--- src/rtl/grasspopper_pkg.sv ---
// Shared constants and helpers for the grasspopper encoder front-end.
// Optional statistics counters: define GRASSPOPPER_ARB_STATS_EN.
package grasspopper_pkg;

    localparam int BLOCK_W     = 128;
    localparam int ENC_LATENCY = 162;
    localparam int MAX_REQ     = 16;

    function automatic int wrap_inc(input int v, input int n);
        return (v + 1 >= n) ? 0 : v + 1;
    endfunction

endpackage

--- src/rtl/grasspopper_fifo.sv ---
// Synchronous first-word-fall-through FIFO, async active-high reset.
// DEPTH must be a power of two, at least 2.
module grasspopper_fifo
    import grasspopper_pkg::*;
#(
    parameter int WIDTH = 8,
    parameter int DEPTH = 16
) (
    input  logic             clk,
    input  logic             rst,
    input  logic             push,
    input  logic [WIDTH-1:0] push_data,
    input  logic             pop,
    output logic [WIDTH-1:0] pop_data,
    output logic             empty,
    output logic             full
);

    localparam int AW = $clog2(DEPTH);

    logic [WIDTH-1:0] mem [DEPTH];
    logic [AW:0]      wr_ptr;
    logic [AW:0]      rd_ptr;
    logic             do_push;
    logic             do_pop;

    assign empty = (wr_ptr == rd_ptr);
    assign full  = (wr_ptr[AW] != rd_ptr[AW]) &&
                   (wr_ptr[AW-1:0] == rd_ptr[AW-1:0]);

    assign do_push = push & ~full;
    assign do_pop  = pop & ~empty;

    // Storage is not reset, so the head is masked while empty.
    assign pop_data = empty ? '0 : mem[rd_ptr[AW-1:0]];

    always_ff @(posedge clk) begin
        if (do_push) begin
            mem[wr_ptr[AW-1:0]] <= push_data;
        end
    end

    always_ff @(posedge clk or posedge rst) begin
        if (rst) begin
            wr_ptr <= '0;
            rd_ptr <= '0;
        end else begin
            if (do_push) begin
                wr_ptr <= wr_ptr + 1'b1;
            end
            if (do_pop) begin
                rd_ptr <= rd_ptr + 1'b1;
            end
        end
    end

endmodule

--- src/rtl/grasspopper_arbiter.sv ---
// Round-robin, credit-limited sharing of one grasspopper encoder pipeline.
// Define GRASSPOPPER_ARB_STATS_EN to add issue/done statistics counters.
module grasspopper_arbiter
    import grasspopper_pkg::*;
#(
    parameter int NUM_REQ    = 4,
    parameter int ID_W       = 2,
    parameter int FIFO_DEPTH = 16
) (
    input  logic                       clk,
    input  logic                       rst,
    input  logic [NUM_REQ-1:0]         req_valid_i,
    input  logic [NUM_REQ*BLOCK_W-1:0] req_data_i,
    output logic [NUM_REQ-1:0]         req_ready_o,
    output logic                       enc_request_o,
    output logic [BLOCK_W-1:0]         enc_data_o,
    input  logic                       enc_valid_i,
    input  logic [BLOCK_W-1:0]         enc_data_i,
    output logic                       res_valid_o,
    output logic [BLOCK_W-1:0]         res_data_o,
    output logic [ID_W-1:0]            res_id_o,
    input  logic                       res_ready_i,
    output logic                       idle_o,
    output logic                       err_o
`ifdef GRASSPOPPER_ARB_STATS_EN
    ,
    output logic [31:0]                stat_issued_o,
    output logic [31:0]                stat_done_o
`endif
);

    localparam int CW = $clog2(FIFO_DEPTH) + 1;
    localparam int RW = BLOCK_W + ID_W;
    localparam logic [CW-1:0] CRED_MAX = CW'(FIFO_DEPTH);
    localparam logic [ID_W:0] NREQ     = (ID_W + 1)'(NUM_REQ);

    logic [CW-1:0]      credits;
    logic [ID_W-1:0]    ptr;
    logic               can_issue;
    logic               found;
    logic [ID_W-1:0]    gnt_id;
    logic [ID_W:0]      sum;
    logic [ID_W-1:0]    idx;
    logic [NUM_REQ-1:0] grant;
    logic               issue;
    logic [BLOCK_W-1:0] sel_data;
    logic               res_hs;

    logic               tag_empty;
    logic               tag_full;
    logic [ID_W-1:0]    tag;
    logic               res_empty;
    logic               res_full;
    logic               res_push;
    logic [RW-1:0]      res_word;

    // Credits cover in-flight plus stored results, so returns never overflow.
    assign can_issue = (credits < CRED_MAX);

    always_comb begin
        found  = 1'b0;
        gnt_id = '0;
        sum    = '0;
        idx    = '0;
        grant  = '0;
        for (int k = 0; k < NUM_REQ; k++) begin
            sum = {1'b0, ptr} + (ID_W + 1)'(k);
            if (sum >= NREQ) begin
                sum = sum - NREQ;
            end
            idx = sum[ID_W-1:0];
            if (!found && req_valid_i[idx]) begin
                found  = 1'b1;
                gnt_id = idx;
            end
        end
        if (rst || !can_issue) begin
            found = 1'b0;
        end
        if (found) begin
            grant[gnt_id] = 1'b1;
        end
    end

    assign req_ready_o = grant;
    assign issue       = found;
    assign sel_data    = req_data_i[int'(gnt_id)*BLOCK_W +: BLOCK_W];
    assign res_hs      = res_valid_o & res_ready_i;

    always_ff @(posedge clk or posedge rst) begin
        if (rst) begin
            ptr           <= '0;
            enc_request_o <= 1'b0;
            enc_data_o    <= '0;
        end else begin
            enc_request_o <= issue;
            if (issue) begin
                enc_data_o <= sel_data;
                ptr        <= ID_W'(wrap_inc(int'(gnt_id), NUM_REQ));
            end
        end
    end

    always_ff @(posedge clk or posedge rst) begin
        if (rst) begin
            credits <= '0;
        end else begin
            unique case ({issue, res_hs})
                2'b10:   credits <= credits + 1'b1;
                2'b01:   credits <= credits - 1'b1;
                default: credits <= credits;
            endcase
        end
    end

    grasspopper_fifo #(
        .WIDTH (ID_W),
        .DEPTH (FIFO_DEPTH)
    ) u_tag_fifo (
        .clk       (clk),
        .rst       (rst),
        .push      (issue),
        .push_data (gnt_id),
        .pop       (enc_valid_i),
        .pop_data  (tag),
        .empty     (tag_empty),
        .full      (tag_full)
    );

    // A return without a matching tag or room is dropped and flagged.
    assign res_push = enc_valid_i & ~tag_empty & ~res_full;

    grasspopper_fifo #(
        .WIDTH (RW),
        .DEPTH (FIFO_DEPTH)
    ) u_res_fifo (
        .clk       (clk),
        .rst       (rst),
        .push      (res_push),
        .push_data ({enc_data_i, tag}),
        .pop       (res_ready_i),
        .pop_data  (res_word),
        .empty     (res_empty),
        .full      (res_full)
    );

    assign res_valid_o = ~res_empty;
    assign res_data_o  = res_word[RW-1:ID_W];
    assign res_id_o    = res_word[ID_W-1:0];
    assign idle_o      = (credits == '0);

    always_ff @(posedge clk or posedge rst) begin
        if (rst) begin
            err_o <= 1'b0;
        end else if ((enc_valid_i && (tag_empty || res_full)) ||
                     (issue && tag_full)) begin
            err_o <= 1'b1;
        end
    end

`ifdef GRASSPOPPER_ARB_STATS_EN
    always_ff @(posedge clk or posedge rst) begin
        if (rst) begin
            stat_issued_o <= '0;
            stat_done_o   <= '0;
        end else begin
            if (issue) begin
                stat_issued_o <= stat_issued_o + 32'd1;
            end
            if (res_hs) begin
                stat_done_o <= stat_done_o + 32'd1;
            end
        end
    end
`endif

endmodule

--- config.mk ---
export PLATFORM = sky130hd
export DESIGN_NAME = grasspopper_arbiter
export DESIGN_NICKNAME = d
export VERILOG_FILES = /design/src/rtl/grasspopper_pkg.sv /design/src/rtl/grasspopper_fifo.sv /design/src/rtl/grasspopper_arbiter.sv
export SDC_FILE = /design/constraint.sdc
export NUM_CORES = 2
export LEC_CHECK = 0
export CAP_MARGIN = 20
export CORE_AREA = 8 8 413 415
export CTS_CLUSTER_SIZE = 12
export DETAILED_ROUTE_END_ITERATION = 6
export DIE_AREA = 0 0 421 423
export PLACE_DENSITY = 0.79
export SYNTH_ARGS = -nofsm -noshare
export SYNTH_HDL_FRONTEND = slang
export SYNTH_HIERARCHICAL = 1
export SYNTH_SLANG_ARGS = --single-unit
--- constraint.sdc ---
create_clock -name clk -period 16.85 [get_ports clk]
set_input_delay 5.055 -clock clk [delete_from_list [all_inputs] [get_ports clk]]
set_output_delay 5.055 -clock clk [all_outputs]
set_load 0.05 [all_outputs]
==> results.yml <==
# physical design summary
route:
  ant_nets: 0
  wl_per_cell_um: 38.05
  drc_errors: 0
  avgViaCountPerCell: 6.550
layout:
  stdcell_area_um2: 107200
  syn2layout_area_growth_pct: 19.85
  utilization_pct: 65.41
place:
  dp_hpwl_mm: 169.7
  place_ws_ps: 3837
  dp_cells: 7085
  gp_congestion: 1.049
worst_setup_path:
  worst-path-stages: 8
  crit_path_start: "req_valid_i[0]"
  cp_max_fo: 52
  cp.required_ps: 11790
  slowest_stage: "o2bb2a_4"
  path_delay_family: "buffers and inverters"
  crit_arrival_ps: 8010
  path_common_cell: "clkdlybuf4s50_1"
  cp_num_buf_inv: 3
  cp_cell_sequence: "clkdlybuf4s50_1 -> a21oi_1 -> o21ai_1 -> o2bb2a_4 -> inv_1 -> ha_1 -> and2_1 -> clkdlybuf4s50_1"
  end_kind: "primary output"
  r2r-start: "u_res_fifo/rd_ptr[1]$_DFFE_PP0P_"
worst_hold_path:
  min_path_type: "reg -> reg"
  min_from: "enc_data_o[111]$_DFFE_PP0P_"
power:
  peakVddDrop_v: 0.0001942
  p_comb_uw: 8280
  top_power_group: "combinational logic"
  switching_power_uw: 7799
logic_synthesis:
  async_flop_share_pct: 6.919
  synth_nets: 4850
  top_cells_by_area: "edfxtp_1, mux4_2, dfrtp_1"
  synth_warnings: 6
  synth.distinct_cells: 66
  synth_stat.cells: 4184
  synth.area.mux_share_pct: 16.23
  netlist_area_um2: 89440
  aoi_share_pct: 4.650
  ys_sh_simple_pct: 1.198
  syn_inst: 4184
clocking:
  clk_path_buf_depth: 3
  cts.sinks: 2269
  cts_tree: "done"
  ctsRootBufferMaster: "clkbuf_16"
  clkTransAtPathRegs_ps: 60
  post-cts-setup-buffers: 0
final_timing:
  tns_ps: 0
  postLayoutSetupSlackWorst_ps: 3789
  worst_pin_slew_ps: 1190
  fin_crit_ps: 13060
  slew_headroom_pct: 20.70
die:
  core-area_um2: 163900
  die_area_um2: 178100
global_route:
  grt_pass1_wl_mm: 389.0
  grt_pass1_vias: 48810
outcome:
  outcome: "finished clean"
cell usage in the layout (no fill, tap or decap), types with 5 or more instances in the layout:
master / synthesis / routed
and3_1: 23 / 11
o221ai_1: 110 / 110
clkinv_2: 0 / 9
clkbuf_1: 89 / 68
buf_4: 52 / 64
ha_1: 18 / 18
and2_1: 7 / 6
clkbuf_16: 0 / 226
nor2b_1: 14 / 10
dfrtp_1: 157 / 155
o21ai_0: 11 / 11
a22oi_1: 263 / 263
clkdlybuf4s50_1: 0 / 913
a21oi_1: 135 / 135
and3_4: 0 / 12
nand2_1: 135 / 135
nor2_1: 13 / 12
mux4_2: 528 / 528
clkinvlp_4: 0 / 5
clkinv_16: 0 / 8
o221ai_2: 17 / 17
edfxtp_1: 2112 / 2112
o211ai_1: 7 / 7
inv_1: 14 / 12
diode_2: 0 / 58
mux2i_1: 255 / 255
xnor2_1: 24 / 24
buf_12: 10 / 8
clkinv_1: 0 / 17
xor2_1: 7 / 7
bufinv_16: 0 / 6
kinds of logic (layout without fill, tap and decap cells):
logic type      after synthesis  in the layout
flops                      2269           2269
mux                         789            789
compound gates              564            564
buf+inv                     290           1352
simple gates                220            220
xor+xnor                     34             34
fa+ha+maj                    18             18
other cells                   0             58
synthesized netlist by cell type (2+ instances only):
master	instances
edfxtp_1	2112
mux4_2	528
a22oi_1	263
mux2i_1	255
dfrtp_1	157
a21oi_1	135
nand2_1	135
o221ai_1	110
clkbuf_1	89
buf_2	67
buf_4	52
buf_6	27
buf_1	26
xnor2_1	24
and3_1	23
ha_1	18
o221ai_2	17
inv_1	14
nor2b_1	14
nor2_1	13
o21ai_0	11
buf_12	10
and2_1	7
o211ai_1	7
xor2_1	7
a31oi_1	4
mux2_2	4
and3_2	3
and4_1	3
nor3_1	3
o2111ai_1	3
a21o_1	2
buf_8	2
mux2_4	2
nand2b_1	2
nand3_1	2
nor4_1	2
o21a_1	2
xnor2_4	2
worst register-to-register path, stage by stage, from the launching register on:
cell and delay (ps):
dfrtp_4 960, xnor2_1 220, nand4_2 240, nor2_1 160
nor3b_1 730, o21a_1 540, and3_4 1000, buf_4 890
buf_4 840
cell type report:
| class | count | area [um2] | area share, % |
|---|---|---|---|
| flip-flops and latches | 2269 | 67360 | 62.84 |
| multi-input cells | 1625 | 20430 | 19.06 |
| repair buffers | 987 | 9834 | 9.175 |
| clock buffers | 297 | 5952 | 5.553 |
| well taps | 2189 | 2739 | 2.555 |
| clock inverters | 51 | 638.1 | 0.5953 |
| diodes | 58 | 145.1 | 0.1354 |
| inverters | 17 | 88.84 | 0.08288 |
state kept, by name, indices dropped and copies added (netlist names), named ones only:
register	count
enc_data_o	128
credits	5
enc_request_o	1
u_res_fifo/mem	2080
u_tag_fifo/wr_ptr	5
err_o	1
ptr	1
u_res_fifo/rd_ptr	5
u_res_fifo/wr_ptr	5
u_tag_fifo/rd_ptr	5
u_tag_fifo/mem	32
routing by layer:
layer  GRT usage [%]  vias up  share of wire [%]  wire, um
met5               0        -              0.044       125
met4           17.38       18                6.5     18570
met3           6.798      532                8.8     25180
met2           51.36     3162                 50    143500
met1           37.74    25770                 34     97780
li1                -    19590                  -         -
### Metal layers overlaid

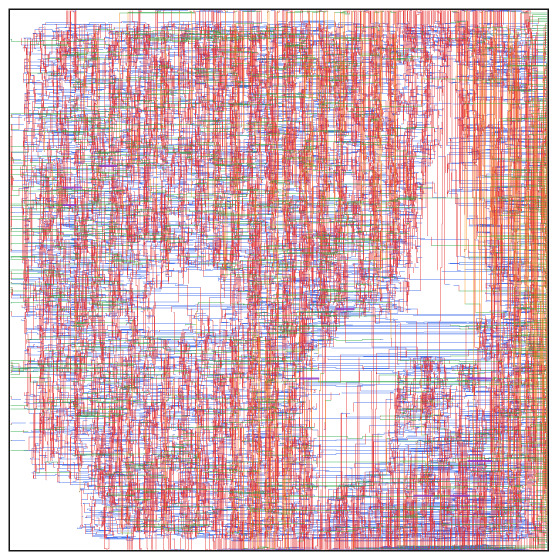
Key: blue = met1 [wire length 97.8 mm]; purple = met5 [wire length 125 um]; orange = met4 [wire length 18600 um]; red = met2 [wire length 143 mm]; green = met3 [wire length 25.2 mm]
total number of vias: 49.08k
Global Route Usage Sum: 30.87%
routed wire length: 285.1 mm

### Routing congestion

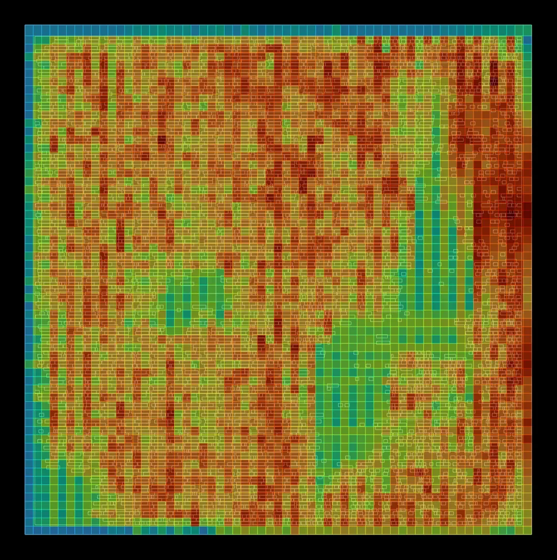
M1 GR Usage: 37.74%
GR Util met3: 6.798%
GR peak layer: met2
met2 usage: 51.36%

### Clock wires, drivers and flops

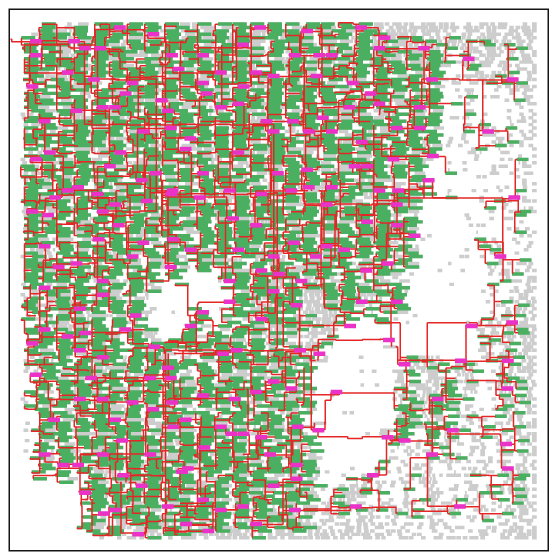
Key: green = flip-flops [count 2269]; red = clock wires [length 24.9 mm]; magenta = cells driving clock nets [count 223]
Position of the flops: all over the die. There are 224 routed clock nets.
Clock power frac: 22.8%
clk pwr: 4620 uW
Latency at later pin: 890 ps

### Supply network

Bar = 100 um. Pins as bars on the die edge. Tap cells in gray.
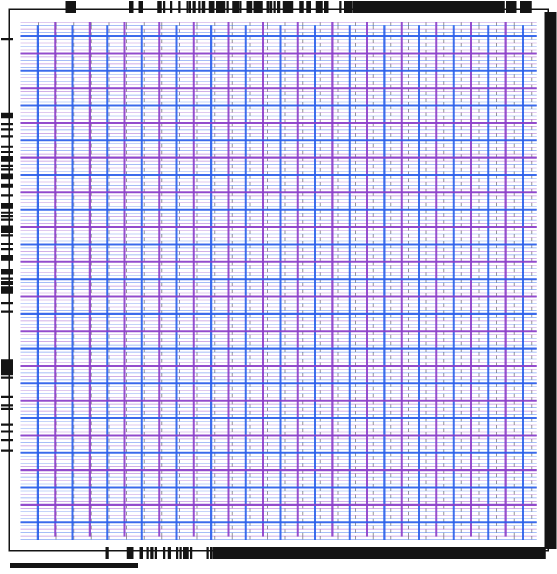
Key: blue = VSS; purple = VDD
29 straps on met4. 29 straps on met5. The core has 149 rows. 914 signal pins sit on the boundary. 150 met1 rails follow the rows.

Power figures rest on the tool's default switching activity, not on a simulated workload.
